### src/rtl/fnd_sched_pkg.sv
// Mode encoding, page geometry and cyclic page arithmetic shared by the FND page scheduler.
// Latency: none (declarations only); backpressure: not applicable.
package fnd_sched_pkg;

   localparam int NUM_PAGES = 6;
   localparam int PAGE_W    = 3;

   typedef enum logic [1:0] {
      MODE_AUTO   = 2'd0,
      MODE_MANUAL = 2'd1,
      MODE_ALERT  = 2'd2
   } mode_t;

   // Page index 'step' positions after 'cur', wrapping 5 -> 0; step ranges 1..NUM_PAGES.
   function automatic logic [PAGE_W-1:0] page_wrap(input logic [PAGE_W-1:0] cur, input int step);
      int sum;
      sum = int'(cur) + step;
      if (sum >= NUM_PAGES) sum = sum - NUM_PAGES;
      return PAGE_W'(sum);
   endfunction

endpackage

### src/rtl/fnd_next_page.sv
// Cyclic next-set-bit finder: first set bit of mask strictly after cur, wrapping; cur itself if it is the only one.
// Latency: combinational; backpressure: none.
module fnd_next_page
   import fnd_sched_pkg::*;
(
   input  logic [NUM_PAGES-1:0] mask,
   input  logic [PAGE_W-1:0]    cur,
   output logic [PAGE_W-1:0]    nxt
);

   // Scan farthest-first so the nearest set bit is the last one written.
   always_comb begin
      nxt = cur;
      for (int step = NUM_PAGES; step >= 1; step--) begin
         if (mask[page_wrap(cur, step)]) nxt = page_wrap(cur, step);
      end
   end

endmodule

### src/rtl/fnd_page_scheduler.sv
// Chooses which of six status registers feeds the FND digit path: AUTO round-robin, MANUAL hold, optional ALERT (CHANGE_ALERT_EN).
// Latency: sw to page 3 cycles, shown register to fnd_reg 1 cycle; no backpressure, fnd_reg refreshes every cycle.
module fnd_page_scheduler
   import fnd_sched_pkg::*;
#(
   parameter int DWELL_CYCLES = 100_000_000,
   parameter int ALERT_CYCLES = 200_000_000
) (
   input  logic       clk,
   input  logic       reset,
   input  logic [5:0] sw,
   input  logic [7:0] slv_reg0,
   input  logic [7:0] slv_reg1,
   input  logic [7:0] slv_reg2,
   input  logic [7:0] slv_reg3,
   input  logic [7:0] slv_reg4,
   input  logic [7:0] slv_reg5,
   output logic [7:0] fnd_reg,
   output logic [2:0] page,
   output logic [1:0] mode,
   output logic       alert
);

   localparam int                DW         = $clog2(DWELL_CYCLES);
   localparam logic [DW-1:0]     DWELL_LAST = DW'(DWELL_CYCLES - 1);
   localparam logic [PAGE_W-1:0] LAST_PAGE  = PAGE_W'(NUM_PAGES - 1);

   logic [7:0]           regs [NUM_PAGES];
   logic [NUM_PAGES-1:0] sw_m, sw_s, mask;
   logic                 onehot;
   mode_t                state_q, state_d;
   logic [PAGE_W-1:0]    page_q, page_d;
   logic [PAGE_W-1:0]    adv_page, low_page, man_page, win_page;
   logic [DW-1:0]        dwell_q, dwell_d;
   logic                 win, hold_done, alert_entry;

   assign regs[0] = slv_reg0;
   assign regs[1] = slv_reg1;
   assign regs[2] = slv_reg2;
   assign regs[3] = slv_reg3;
   assign regs[4] = slv_reg4;
   assign regs[5] = slv_reg5;

   // An all-off switch bank means "rotate through everything".
   assign mask   = (sw_s != '0) ? sw_s : '1;
   assign onehot = (sw_s != '0) && ((sw_s & (sw_s - 1'b1)) == '0);

   // Starting the scan after the last page yields the lowest set bit.
   fnd_next_page u_adv (.mask(mask), .cur(page_q),    .nxt(adv_page));
   fnd_next_page u_low (.mask(mask), .cur(LAST_PAGE), .nxt(low_page));
   fnd_next_page u_man (.mask(sw_s), .cur(LAST_PAGE), .nxt(man_page));

`ifdef CHANGE_ALERT_EN
   localparam int            HW        = $clog2(ALERT_CYCLES);
   localparam logic [HW-1:0] HOLD_LAST = HW'(ALERT_CYCLES - 1);

   logic [7:0]           snap_q [NUM_PAGES];
   logic [NUM_PAGES-1:0] changed;
   logic [HW-1:0]        hold_q;
   logic                 prime_q;

   always_comb begin
      changed = '0;
      for (int i = 0; i < NUM_PAGES; i++) begin
         changed[i] = mask[i] && (regs[i] != snap_q[i]);
      end
   end

   fnd_next_page u_win (.mask(changed), .cur(LAST_PAGE), .nxt(win_page));

   assign win         = (state_q == MODE_AUTO) && !prime_q && !onehot && (changed != '0);
   assign hold_done   = (hold_q == HOLD_LAST);
   assign alert_entry = (state_q == MODE_ALERT) && (hold_q == '0);

   // Masked snapshots stay stale during ALERT so pending changes are serviced afterwards.
   always_ff @(posedge clk or posedge reset) begin
      if (reset) begin
         prime_q <= 1'b1;
         hold_q  <= '0;
         for (int i = 0; i < NUM_PAGES; i++) snap_q[i] <= '0;
      end else begin
         prime_q <= 1'b0;
         hold_q  <= (state_q == MODE_ALERT && !hold_done) ? hold_q + 1'b1 : '0;
         for (int i = 0; i < NUM_PAGES; i++) begin
            if (prime_q || state_q == MODE_MANUAL || onehot || !mask[i] ||
                (win && win_page == PAGE_W'(i)))
               snap_q[i] <= regs[i];
         end
      end
   end
`else
   assign win         = 1'b0;
   assign win_page    = '0;
   assign hold_done   = (ALERT_CYCLES > 1);
   assign alert_entry = 1'b0;
`endif

   always_ff @(posedge clk or posedge reset) begin
      if (reset) begin
         sw_m    <= '0;
         sw_s    <= '0;
         state_q <= MODE_AUTO;
         page_q  <= '0;
         dwell_q <= '0;
         fnd_reg <= '0;
      end else begin
         sw_m    <= sw;
         sw_s    <= sw_m;
         state_q <= state_d;
         page_q  <= page_d;
         dwell_q <= dwell_d;
         fnd_reg <= regs[page_q];
      end
   end

   always_comb begin
      state_d = state_q;
      page_d  = page_q;
      dwell_d = dwell_q;
      if (onehot) begin
         state_d = MODE_MANUAL;
         page_d  = man_page;
         dwell_d = '0;
      end else begin
         case (state_q)
            MODE_MANUAL: begin
               state_d = MODE_AUTO;
               page_d  = low_page;
               dwell_d = '0;
            end
            MODE_ALERT: begin
               if (hold_done) begin
                  state_d = MODE_AUTO;
                  page_d  = adv_page;
                  dwell_d = '0;
               end
            end
            default: begin
               // An alert outranks both dwell expiry and mask-driven advance.
               if (win) begin
                  state_d = MODE_ALERT;
                  page_d  = win_page;
                  dwell_d = '0;
               end else if (!mask[page_q] || dwell_q == DWELL_LAST) begin
                  page_d  = adv_page;
                  dwell_d = '0;
               end else begin
                  dwell_d = dwell_q + 1'b1;
               end
            end
         endcase
      end
   end

   always_comb begin
      mode  = state_q;
      alert = alert_entry;
   end

   assign page = page_q;

endmodule
### config.mk
export PLATFORM = sky130hd
export DESIGN_NAME = fnd_page_scheduler
export DESIGN_NICKNAME = d
export VERILOG_FILES = /design/src/rtl/fnd_sched_pkg.sv /design/src/rtl/fnd_next_page.sv /design/src/rtl/fnd_page_scheduler.sv
export SDC_FILE = /design/constraint.sdc
export NUM_CORES = 1
export LEC_CHECK = 0
export ABC_AREA = 1
export CORE_ASPECT_RATIO = 1.4
export CORE_UTILIZATION = 40
export CTS_CLUSTER_SIZE = 40
export DETAILED_ROUTE_END_ITERATION = 8
export REMOVE_ABC_BUFFERS = 1
export SLEW_MARGIN = 15
export SYNTH_ARGS = -nofsm -noshare
export SYNTH_HDL_FRONTEND = slang
export SYNTH_SLANG_ARGS = --single-unit
### constraint.sdc
create_clock -name clk -period 3.9 [get_ports clk]
set_input_delay 0.78 -clock clk [delete_from_list [all_inputs] [get_ports clk]]
set_output_delay 0.78 -clock clk [all_outputs]
set_load 0.05 [all_outputs]
==> run_summary.xml, run 1 <==
<?xml version="1.0" encoding="UTF-8"?>
<metrics>
  <group name="worst_setup_path">
    <metric name="slowest_stage" unit="">sky130_fd_sc_hd__clkdlybuf4s50_1</metric>
    <metric name="critPathKind" unit="">reg -&gt; out</metric>
    <metric name="endpoint_kind_of_the_worst_setup_timing_path" unit="">output pin</metric>
    <metric name="worst-r2r-setup-slack" unit="ps">1090</metric>
    <metric name="worstPathArrival" unit="ps">2060</metric>
    <metric name="crit_path_max_incr_delay" unit="ps">860</metric>
    <metric name="count_of_buffer_and_inverter_cells_on_the_critical_path" unit="">2</metric>
    <metric name="critPathRequiredTime" unit="ps">3120</metric>
    <metric name="worstSetupStartpoint" unit="">page[0]$_DFFE_PP0P_</metric>
  </group>
  <group name="routing">
    <metric name="antenna_violating_nets_post_route" unit="">0</metric>
    <metric name="routed_wirelength" unit="um">8050</metric>
    <metric name="post_drt_wl_per_cell" unit="um">12.9</metric>
  </group>
  <group name="placement">
    <metric name="detailedPlacementHpwl" unit="um">6050</metric>
  </group>
  <group name="global_routing">
    <metric name="maximum_number_of_pins_on_one_net_before_global_route_repair" unit="">52</metric>
    <metric name="grt_antenna_before_repair" unit="">0</metric>
    <metric name="grt_usage" unit="%">19.7</metric>
    <metric name="grt_pass1_vias" unit="">3033</metric>
    <metric name="grt_overflow" unit="">0</metric>
  </group>
  <group name="pwr">
    <metric name="clockPowerShare" unit="%">15.0</metric>
    <metric name="seq_power_share" unit="%">20.3</metric>
    <metric name="power.switching" unit="mW">1.64</metric>
    <metric name="power" unit="mW">3.27</metric>
    <metric name="power_clock" unit="mW">0.490</metric>
    <metric name="power_switching_share" unit="%">50.0</metric>
    <metric name="powerDensity" unit="nW/um^2">767</metric>
    <metric name="power.combinational.fraction" unit="%">64.7</metric>
  </group>
  <group name="synthesis">
    <metric name="synth.cellmix.simpleShare" unit="%">32.7</metric>
    <metric name="synth_area" unit="sq um">3360</metric>
    <metric name="ys_top_cells_by_count" unit="">98 x sky130_fd_sc_hd__nand2_1, 77 x sky130_fd_sc_hd__nor2_1, 51 x sky130_fd_sc_hd__dfrtp_1, 42 x sky130_fd_sc_hd__inv_1, 38 x sky130_fd_sc_hd__o21ai_0</metric>
    <metric name="biggest_area_consumer_among_synthesized_cells" unit="">sky130_fd_sc_hd__dfrtp_1</metric>
    <metric name="post_synth_num_cell_types" unit="">35</metric>
    <metric name="synth-edff-count" unit="">0</metric>
    <metric name="synthFlopType" unit="">sky130_fd_sc_hd__dfrtp_1</metric>
    <metric name="synth.cellmix.xorXnorShare" unit="%">5.17</metric>
    <metric name="yosysMostFrequentCell" unit="">sky130_fd_sc_hd__nand2_1</metric>
  </group>
  <group name="cts">
    <metric name="cts_resized" unit="">0</metric>
    <metric name="cts_setup_buffers" unit="">0</metric>
    <metric name="cts.root.buffer_cell" unit="">sky130_fd_sc_hd__clkbuf_16</metric>
  </group>
  <group name="die">
    <metric name="core_region_area" unit="sq um">8150</metric>
    <metric name="design.portCount" unit="">70</metric>
  </group>
  <group name="min_path">
    <metric name="timing.hold.worst_path_depth" unit="">0</metric>
    <metric name="timing.hold.worst.class" unit="">reg -&gt; reg</metric>
  </group>
  <group name="sta">
    <metric name="slew-limit-headroom" unit="%">42.8</metric>
    <metric name="setup-tns-final" unit="ps">0</metric>
    <metric name="period_minus_slack" unit="ps">2840</metric>
    <metric name="setup_viol_count_final" unit="">0</metric>
    <metric name="clock.fmax" unit="GHz">0.351</metric>
  </group>
  <group name="outcome">
    <metric name="outcome" unit="">finished, final reports clean</metric>
  </group>
</metrics>
## run 1: cell type report
class / count / area share [%]
multi-input combinational: 348 / 43.0
tap: 102 / 2.99
clock buffer: 5 / 2.93
clock inverter: 3 / 1.03
timing repair buffer: 70 / 16.2
sequential: 51 / 29.9
inverter: 45 / 3.98
## run 1: per-stage QoR
step | util [%] | area, sq um | hold slack [ps] | instances
2_1_floorplan | - | 3280 | 331 | 444
3_3_place_gp | 50.3 | 4100 | 333 | 616
3_5_place_dp | 50.3 | 4100 | 335 | 616
4_1_cts | 52.4 | 4270 | 348 | 624
5_1_grt | 52.4 | 4270 | 354 | 624
6_report | 52.4 | 4270 | 345 | 624
Figure 1. Selected gate families (run 1).
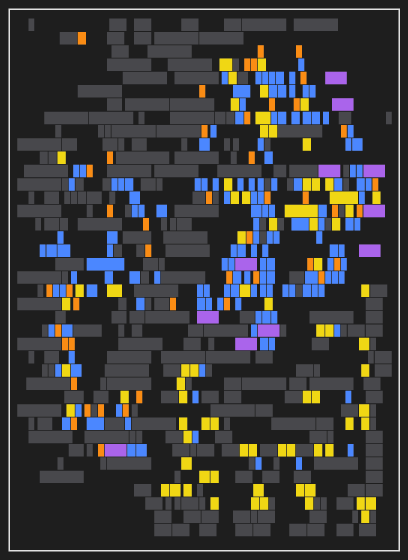
- purple: fa/ha/maj cells (cells 11; most used ha_1)
- orange: inv cells (cells 45; most used inv_1; where all over the die)
- yellow: aoi and oai cells (cells 74; most used o21ai_0)
- blue: nand cells (cells 145; most used nand2_1)

Figure 2. Register map, names as in the netlist (run 1).
Other sequential cells in the stronger gray, the rest of the logic in the fainter gray.
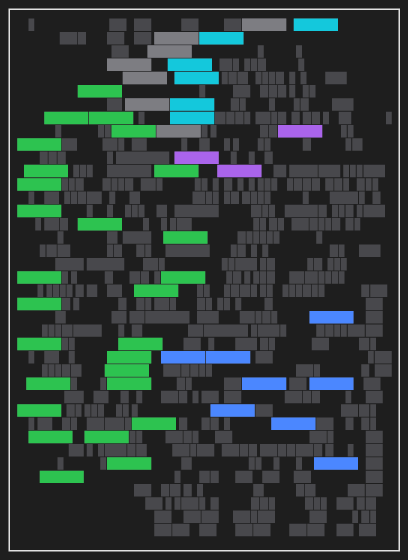
- purple: page (flops 3)
- blue: fnd_reg (flops 8)
- cyan: sw_s (flops 6; where top center)
- green: dwell_q (flops 27)
share of the final layout cell area in sequential cells: 29.9%
sequential-cell power consumption: 0.666 mW

Figure 3. Clock network drawn from the DEF (run 1).
Bar = 20 um.
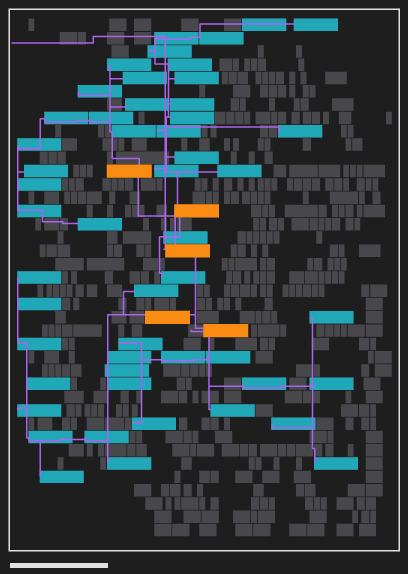
- purple: clock wires (length 619 um)
- cyan: flip-flops (count 51)
- orange: clock-net drivers (count 5)
- flops lie: all over the die

==> run 1 -> run 2 <==
==> constraint.sdc (replaced) <==
create_clock -name clk -period 2.76 [get_ports clk]
set_input_delay 0.552 -clock clk [delete_from_list [all_inputs] [get_ports clk]]
set_output_delay 0.552 -clock clk [all_outputs]
set_load 0.05 [all_outputs]
Figure 4. Register map, names as in the netlist (run 2).
Other sequential cells in the stronger gray, the rest of the logic in the fainter gray.
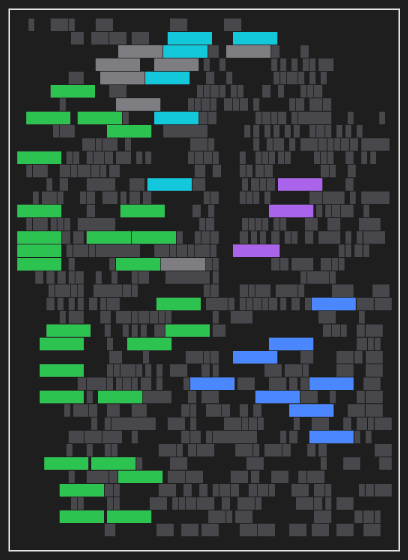
- green: dwell_q (flops 27)
- purple: page (flops 3)
- blue: fnd_reg (flops 8)
- cyan: sw_s (flops 6; where top center)

Figure 5. Sizing map (run 2).
Bar = 20 um.
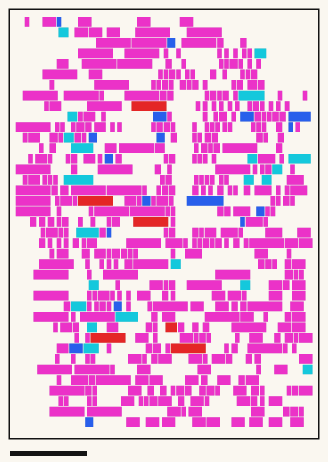
- red: x6 and larger (cells 6; share 1.1%)
- cyan: x3 and x4 (cells 21; share 4.0%)
- magenta: x1 and smaller (cells 484; share 92%)
- blue: x2 (cells 17; share 3.2%)
finished layout cell area: 4290 sq um
worst path setup slack after routing: 326 ps

==> run 2 against run 1 <==
Net effect: cell count increased by 0.96%; critical endpoint is now page[2]$_DFFE_PP0P_; sequential share of layout area decreased by 0.13 points; via count rose by 3.2%; clock power is 28% higher; hold slack improved by 6.8 ps; critical path type is now reg -> reg; critical path depth is 12 higher; sequential cell count unchanged.
==> run_summary.xml, run 2 <==
<?xml version="1.0" encoding="UTF-8"?>
<metrics>
  <group name="outcome">
    <metric name="outcome" unit="">finished, final reports clean</metric>
  </group>
  <group name="pwr">
    <metric name="clockPowerShare" unit="%">13.3</metric>
    <metric name="powerDensity" unit="nW/um^2">1100</metric>
    <metric name="seq_power_share" unit="%">19.4</metric>
    <metric name="power.combinational.fraction" unit="%">67.3</metric>
  </group>
  <group name="synthesis">
    <metric name="synth-edff-count" unit="">0</metric>
    <metric name="synth.cellmix.simpleShare" unit="%">32.7</metric>
    <metric name="synthFlopType" unit="">sky130_fd_sc_hd__dfrtp_1</metric>
    <metric name="post_synth_num_cell_types" unit="">35</metric>
    <metric name="yosysMostFrequentCell" unit="">sky130_fd_sc_hd__nand2_1</metric>
    <metric name="synth.cellmix.xorXnorShare" unit="%">5.17</metric>
  </group>
  <group name="worst_setup_path">
    <metric name="crit_path_max_incr_delay" unit="ps">430</metric>
    <metric name="critPathRequiredTime" unit="ps">2950</metric>
    <metric name="count_of_buffer_and_inverter_cells_on_the_critical_path" unit="">2</metric>
    <metric name="worstSetupStartpoint" unit="">sw_s[4]$_DFF_PP0_</metric>
    <metric name="worst-r2r-setup-slack" unit="ps">330</metric>
    <metric name="slowest_stage" unit="">sky130_fd_sc_hd__dfrtp_1</metric>
    <metric name="worstPathArrival" unit="ps">2620</metric>
    <metric name="critPathKind" unit="">reg -&gt; reg</metric>
    <metric name="launch_instance_of_the_worst_register_to_register_path" unit="">sw_s[4]$_DFF_PP0_</metric>
  </group>
  <group name="global_routing">
    <metric name="grt_usage" unit="%">21.2</metric>
    <metric name="grt_pass1_vias" unit="">3134</metric>
    <metric name="maximum_number_of_pins_on_one_net_before_global_route_repair" unit="">52</metric>
    <metric name="grt_overflow" unit="">0</metric>
    <metric name="grt_antenna_before_repair" unit="">0</metric>
  </group>
  <group name="layout">
    <metric name="number_of_standard_cells_in_the_layout_taps_in_and_fillers_out" unit="">630</metric>
    <metric name="final_core_utilization" unit="%">52.7</metric>
  </group>
  <group name="min_path">
    <metric name="timing.hold.worst.class" unit="">reg -&gt; reg</metric>
    <metric name="timing.hold.worst_path_depth" unit="">0</metric>
  </group>
  <group name="cts">
    <metric name="cts_resized" unit="">0</metric>
    <metric name="cts_setup_buffers" unit="">0</metric>
    <metric name="cts.root.buffer_cell" unit="">sky130_fd_sc_hd__clkbuf_16</metric>
  </group>
  <group name="sta">
    <metric name="setup_viol_count_final" unit="">0</metric>
    <metric name="setup-tns-final" unit="ps">0</metric>
    <metric name="period_minus_slack" unit="ps">2430</metric>
    <metric name="slew-limit-headroom" unit="%">57.2</metric>
    <metric name="hold-worst-slack" unit="ps">351</metric>
    <metric name="clock.fmax" unit="GHz">0.411</metric>
  </group>
  <group name="routing">
    <metric name="antenna_violating_nets_post_route" unit="">0</metric>
    <metric name="routed_wirelength" unit="um">8650</metric>
    <metric name="post_drt_wl_per_cell" unit="um">13.7</metric>
  </group>
  <group name="placement">
    <metric name="place_ws" unit="ps">301</metric>
  </group>
  <group name="die">
    <metric name="core_region_area" unit="sq um">8150</metric>
  </group>
</metrics>
Figure 6. Selected gate families (run 2).
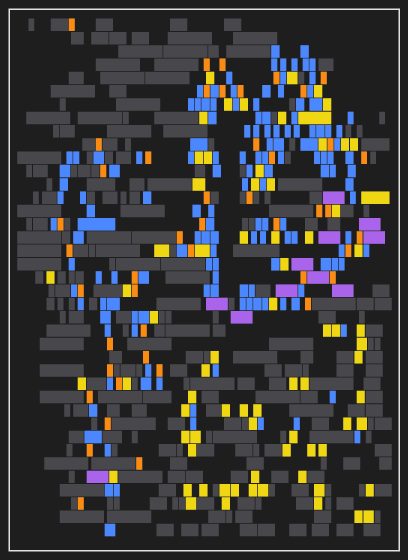
- purple: fa/ha/maj cells (cells 11; most used ha_1)
- orange: inv cells (cells 45; most used inv_1)
- yellow: aoi and oai cells (cells 74; most used o21ai_0)
- blue: nand cells (cells 145; most used nand2_1)

==> run 2: final cells by class <==
class,instances,share of cell area (%)
clock buffer,5,2.91
tap,102,2.97
inverter,45,3.93
sequential,51,29.8
clock inverter,3,0.554
multi-input combinational,348,42.7
timing repair buffer,76,17.1
==> run 2: cells by family (layout without fill, tap and decap cells) <==
group,after synthesis,count (layout)
AND/OR/NAND/NOR,242,242
buffers and inverters,61,129
XOR/XNOR,19,19
adder cells (fa/ha/maj),11,11
other,1,2
AND-OR/OR-AND,74,74
flip-flops,51,51
==> run 2: metal layers <==
metal  vias to the layer above  share of wire [%]  global-route usage (%)
met5                         -                  0                       0
met4                         0                2.3                    7.52
met3                        13                2.4                    2.81
met2                        54                 55                    40.2
met1                      1469                 40                    23.2
li1                       1615                  -                       -
==> run 2 -> run 3 <==
==> constraint.sdc (replaced) <==
create_clock -name clk -period 2.37 [get_ports clk]
set_input_delay 0.474 -clock clk [delete_from_list [all_inputs] [get_ports clk]]
set_output_delay 0.474 -clock clk [all_outputs]
set_load 0.05 [all_outputs]
Figure 7. Clock routing (run 3).
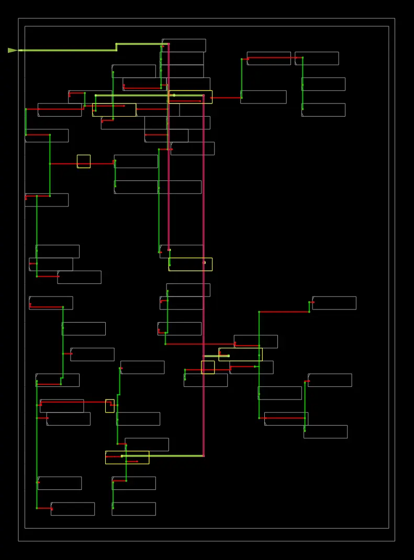
final-layout clock buffer total: 5
Clk Latency, worst-skew pair: 290 ps
clock tree sinks: 51
total CTS buffers: 5

Figure 8. Register map, names as in the netlist (run 3).
Other sequential cells in the stronger gray, the rest of the logic in the fainter gray.
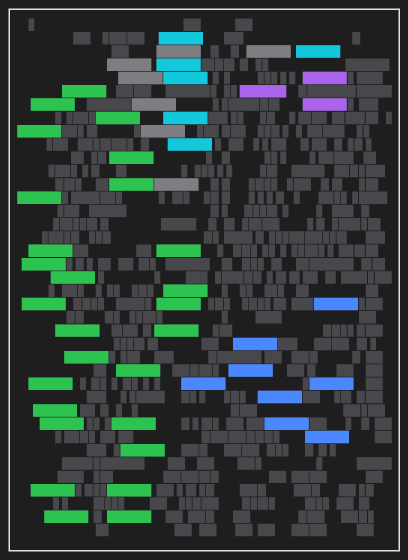
- cyan: sw_s (flops 6; where top center)
- blue: fnd_reg (flops 8)
- purple: page (flops 3)
- green: dwell_q (flops 27)
- not colored: 7

==> run 3 against run 2 <==
Net effect: final area rose by 8.9%; total power rose by 31%; clock skew fell by 6.7 ps; sequential cell count did not move; non-clock buffer count rose by 20; combinational power rose by 39%; global-route usage fell by 0.10 points; clock power rose by 13%; register-to-register slack got worse by 160 ps.
==> run_summary.xml, run 3 <==
<?xml version="1.0" encoding="UTF-8"?>
<metrics>
  <group name="outcome">
    <metric name="outcome" unit="">finished, final reports clean</metric>
  </group>
  <group name="synthesis">
    <metric name="synth.cellmix.xorXnorShare" unit="%">5.17</metric>
    <metric name="synth-edff-count" unit="">0</metric>
    <metric name="synth.cellmix.simpleShare" unit="%">32.7</metric>
    <metric name="biggest_area_consumer_among_synthesized_cells" unit="">sky130_fd_sc_hd__dfrtp_1</metric>
    <metric name="post_synth_num_cell_types" unit="">35</metric>
    <metric name="synth_area" unit="sq um">3360</metric>
  </group>
  <group name="worst_setup_path">
    <metric name="endpoint_kind_of_the_worst_setup_timing_path" unit="">output pin</metric>
    <metric name="count_of_buffer_and_inverter_cells_on_the_critical_path" unit="">3</metric>
    <metric name="crit_path_max_incr_delay" unit="ps">800</metric>
    <metric name="critPathKind" unit="">reg -&gt; out</metric>
    <metric name="worstPathArrival" unit="ps">1770</metric>
    <metric name="critPathRequiredTime" unit="ps">1900</metric>
  </group>
  <group name="global_routing">
    <metric name="grt_usage" unit="%">21.1</metric>
    <metric name="grt_overflow" unit="">0</metric>
    <metric name="maximum_number_of_pins_on_one_net_before_global_route_repair" unit="">33</metric>
    <metric name="grt_pass1_vias" unit="">3161</metric>
    <metric name="grt_antenna_before_repair" unit="">0</metric>
  </group>
  <group name="pwr">
    <metric name="powerDensity" unit="nW/um^2">1320</metric>
    <metric name="power.switching" unit="mW">3.09</metric>
    <metric name="power_clock" unit="mW">0.706</metric>
    <metric name="clockPowerShare" unit="%">11.4</metric>
    <metric name="power" unit="mW">6.19</metric>
  </group>
  <group name="sta">
    <metric name="setup-tns-final" unit="ps">0</metric>
    <metric name="period_minus_slack" unit="ps">2250</metric>
  </group>
  <group name="die">
    <metric name="core_region_area" unit="sq um">8150</metric>
  </group>
  <group name="min_path">
    <metric name="timing.hold.worst.class" unit="">reg -&gt; reg</metric>
    <metric name="timing.hold.worst_path_depth" unit="">0</metric>
  </group>
  <group name="layout">
    <metric name="postLayoutCellArea" unit="sq um">4680</metric>
  </group>
  <group name="cts">
    <metric name="cts.root.buffer_cell" unit="">sky130_fd_sc_hd__clkbuf_16</metric>
  </group>
  <group name="routing">
    <metric name="routed_wirelength" unit="um">8680</metric>
    <metric name="antenna_violating_nets_post_route" unit="">0</metric>
  </group>
</metrics>
Figure 9. Sizing map (run 3).
Bar = 20 um.
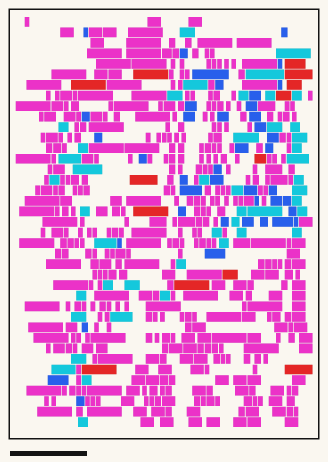
- red: x6 and larger (cells 13; share 2.4%)
- magenta: x1 and smaller (cells 449; share 82%)
- cyan: x3 and x4 (cells 45; share 8.2%)
- blue: x2 (cells 41; share 7.5%)

-- run 3: timing repair --
item | in CTS | in global routing
setup buffers | 0 | 15
resized | 0 | 60
endpoints found under the setup margin | 0 | 30
hold buffers | 0 | 0
-- run 3: cell type report --
class                      count  area (sq um)
timing repair buffer          96           940
tap                          102           128
clock inverter                 3          20.0
inverter                      45           176
fill                         748          3470
clock buffer                   5           125
multi-input combinational    348          2010
sequential                    51          1280
-- run 3: metal layers --
layer  vias to the layer above  GRT usage (%)  routed length, um
met5                         -              0                  0
met4                         0           9.33                234
met3                        16           3.55                257
met2                        63           38.2               4760
met1                      1528           23.4               3420
li1                       1656              -                  -
-- run 3: stage by stage --
step,worst slack (ps),std cells
after floorplan,-1300,444
after global placement,70.0,627
after detailed placement,51.8,627
after CTS,22.6,635
after global routing,-49.8,650
final,121,650
Power figures rest on the tool's default switching activity, not on a simulated workload.
